==> images/flops_by_reg.png <==
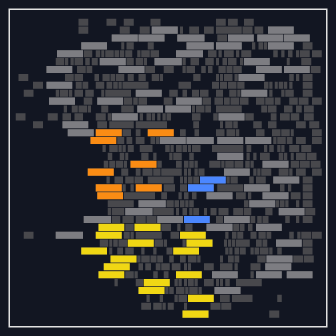
==> images/clocks.png <==
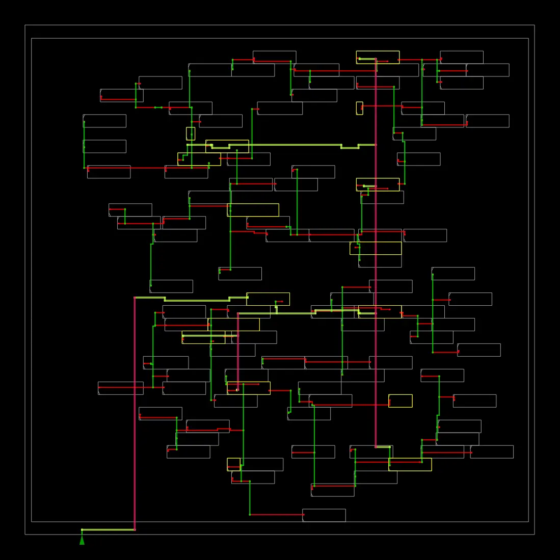
==> images/power_grid.png <==
Pins as bars on the die edge.
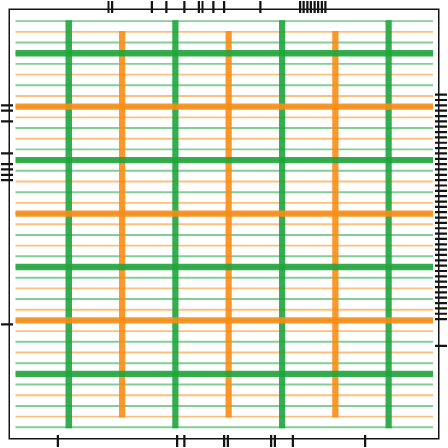
==> config.mk <==
export PLATFORM = sky130hd
export DESIGN_NAME = mem_test_sequencer
export DESIGN_NICKNAME = d
export VERILOG_FILES = /design/src/rtl/mem_test_sequencer.sv
export SDC_FILE = /design/constraint.sdc
export NUM_CORES = 1
export LEC_CHECK = 0
export CORE_UTILIZATION = 40
export CTS_CLUSTER_SIZE = 14
export DETAILED_ROUTE_END_ITERATION = 6
export HOLD_SLACK_MARGIN = 0.05
export PLACE_DENSITY = 0.74
export SLEW_MARGIN = 15
export SYNTH_ARGS = -nofsm -noshare
export SYNTH_HDL_FRONTEND = slang
export SYNTH_SLANG_ARGS = --single-unit
==> constraint.sdc <==
create_clock -name clk -period 3 [get_ports clk]
set_input_delay 0.6 -clock clk [delete_from_list [all_inputs] [get_ports clk]]
set_output_delay 0.6 -clock clk [all_outputs]
set_load 0.02 [all_outputs]
==> run summary <==
impl run done, here's what came out: endpoints failing hold=0, DRC=0, num ports=80, worst r2r path cells=5, die area=between 10,000 and 15,000 um^2, Crit Path Max Fanout=13, register area share after synthesis=48.9%, Synth Net Count=around 500, IO Port Bufs=79, routed length per instance=15.7 um, post-layout total power=2.59 mW, P per Cell Area=442 nW/um^2, fin area=5860 um^2, met2 Usage GRT=roughly a third, Post-synth ARST share=100%, H-tree levels=3, RSZ-0062 raised after global routing=false, crit end category=flip-flop, Slew Limit Headroom=63.1%, Post-synth EDFFs=0, CTS root buf=clkbuf_16, worst-path cell chain=nand4bb_1, nand2_1, o21ai_1, or4_1, nand2_1, num rows=38, MaxCap Viol Count=0, CTS resizes=0, area fraction in xor and xnor cells=11.1%, Post-CTS Setup Inserts=0, CP max stage delay=550 ps, post-route ant nets=0, fa+ha+maj area frac=1.37%, Max Slew Vio Count=0, OpenROAD warning count=26, Simple-Gate Area Share=21.2%, FF-to-FF setup slack=670 ps, final net count=578, ys cells=476, CTS tree=done, static leakage=2.53 nW, Crit path arrival time=2610 ps, crit path kind=flip-flop to flip-flop, first-pass GRT wire length=about 18 mm, Final Setup Violations=0, Area growth syn-to-layout=28.1%, largest net degree at the start of global routing=39, Slew @ Worst Pin=553 ps, yosys warning tally=0, most numerous logic cell after layout=dfrtp_1, crit share post-route=77.6%, Dominant comb cell=simple AND/OR/NAND/NOR gates, outcome=complete, no violations, initial DRC count=288, final hold slack=between 300 and 400 ps, area of the multi-input gates=2200 um^2, grt met1 use=25.8%, Synth Register Bits=89, share of post-route cells with drive strength above 1=approximately 7.5%, Synth Cell Area=4570 um^2, worst endpoint required time=3280 ps, GPL Wtd Cong=0.843, min Tclk post-route=~2300 ps, dpl hpwl=7.79 mm, drt total wl=11.0 mm, initial antenna violation count=0
About flops_by_reg.png:
legend:
  yellow:
    signal: `db_cnt`
    placed_flops: 16
    where: bottom center
  orange:
    signal: `idx`
    placed_flops: 8
  blue:
    signal: `state`
    placed_flops: 3
Sequential Power: 1.21 mW
Seq area share: 38.2%
Final Util: 53.3%

About clocks.png:
P_clk: 1.30 mW
Sink Count: 89
Final Skew: 8.67 ps
clk ins delay skew pair: 340 ps

About power_grid.png:
legend:
  orange:
    net: VDD
  green:
    net: VSS
rows: 38
met1 rails: 39
met5 straps: 7
Die Ht: 109 um
Max rail drop VDD: 289 uV
Core Box Area: 11,000 um^2
die width: 109 um

-- per-stage QoR --
step | worst slack [ps] | cells
2_1_floorplan | 108 | 476
3_3_place_gp | 576 | 683
3_5_place_dp | 565 | 683
4_1_cts | 691 | 699
5_1_grt | 471 | 699
6_report | 672 | 699
-- report_power, final --
part / switching, mW / internal [mW] / total (mW)
clock: 0.466 / 0.836 / 1.30
sequential: 0.00373 / 1.21 / 1.21
combinational: 0.0423 / 0.0355 / 0.0778
total: 0.512 / 2.08 / 2.59
-- worst max-delay path, delay by kind of cell, from the launching register on --
kind            cells  cell delay [ps]
simple gates        4             1470
compound gates      1              250
flops               1              550
-- layout make-up --
class                      instances  share of cell area [%]
tap                              140                    2.99
sequential                        89                    38.2
multi-input combinational        360                    37.6
clock buffer                      11                    4.14
clock inverter                     5                    1.75
timing repair buffer              89                    15.0
inverter                           5                   0.342
-- synthesized netlist by cell type (4+ instances only) --
cell type	n	area share (%)
o21bai_1	4	0.66
o211ai_1	6	0.98
or3_1	7	0.96
xnor2_1	25	4.8
nand2_1	71	5.8
buf_2	9	0.98
dfstp_2	9	5.2
clkbuf_1	10	0.82
a21oi_1	11	1.2
o2111ai_1	9	1.7
and3_1	13	1.8
and2_1	4	0.55
inv_1	5	0.41
xor2_1	33	6.3
nand3_1	17	1.9
o21ai_0	35	3.8
nor3_1	5	0.55
ha_1	5	1.4
dfrtp_1	80	44
nand4_1	10	1.4
nor2_1	54	4.4
-- layer usage --
metal	part of all wire [%]	vias up	routed length [um]
met3	5.8	18	637
li1	-	1828	-
met1	45	1863	4990
met5	0	-	0
met4	2.0	0	222
met2	47	135	5120
Power figures rest on the tool's default switching activity, not on a simulated workload.
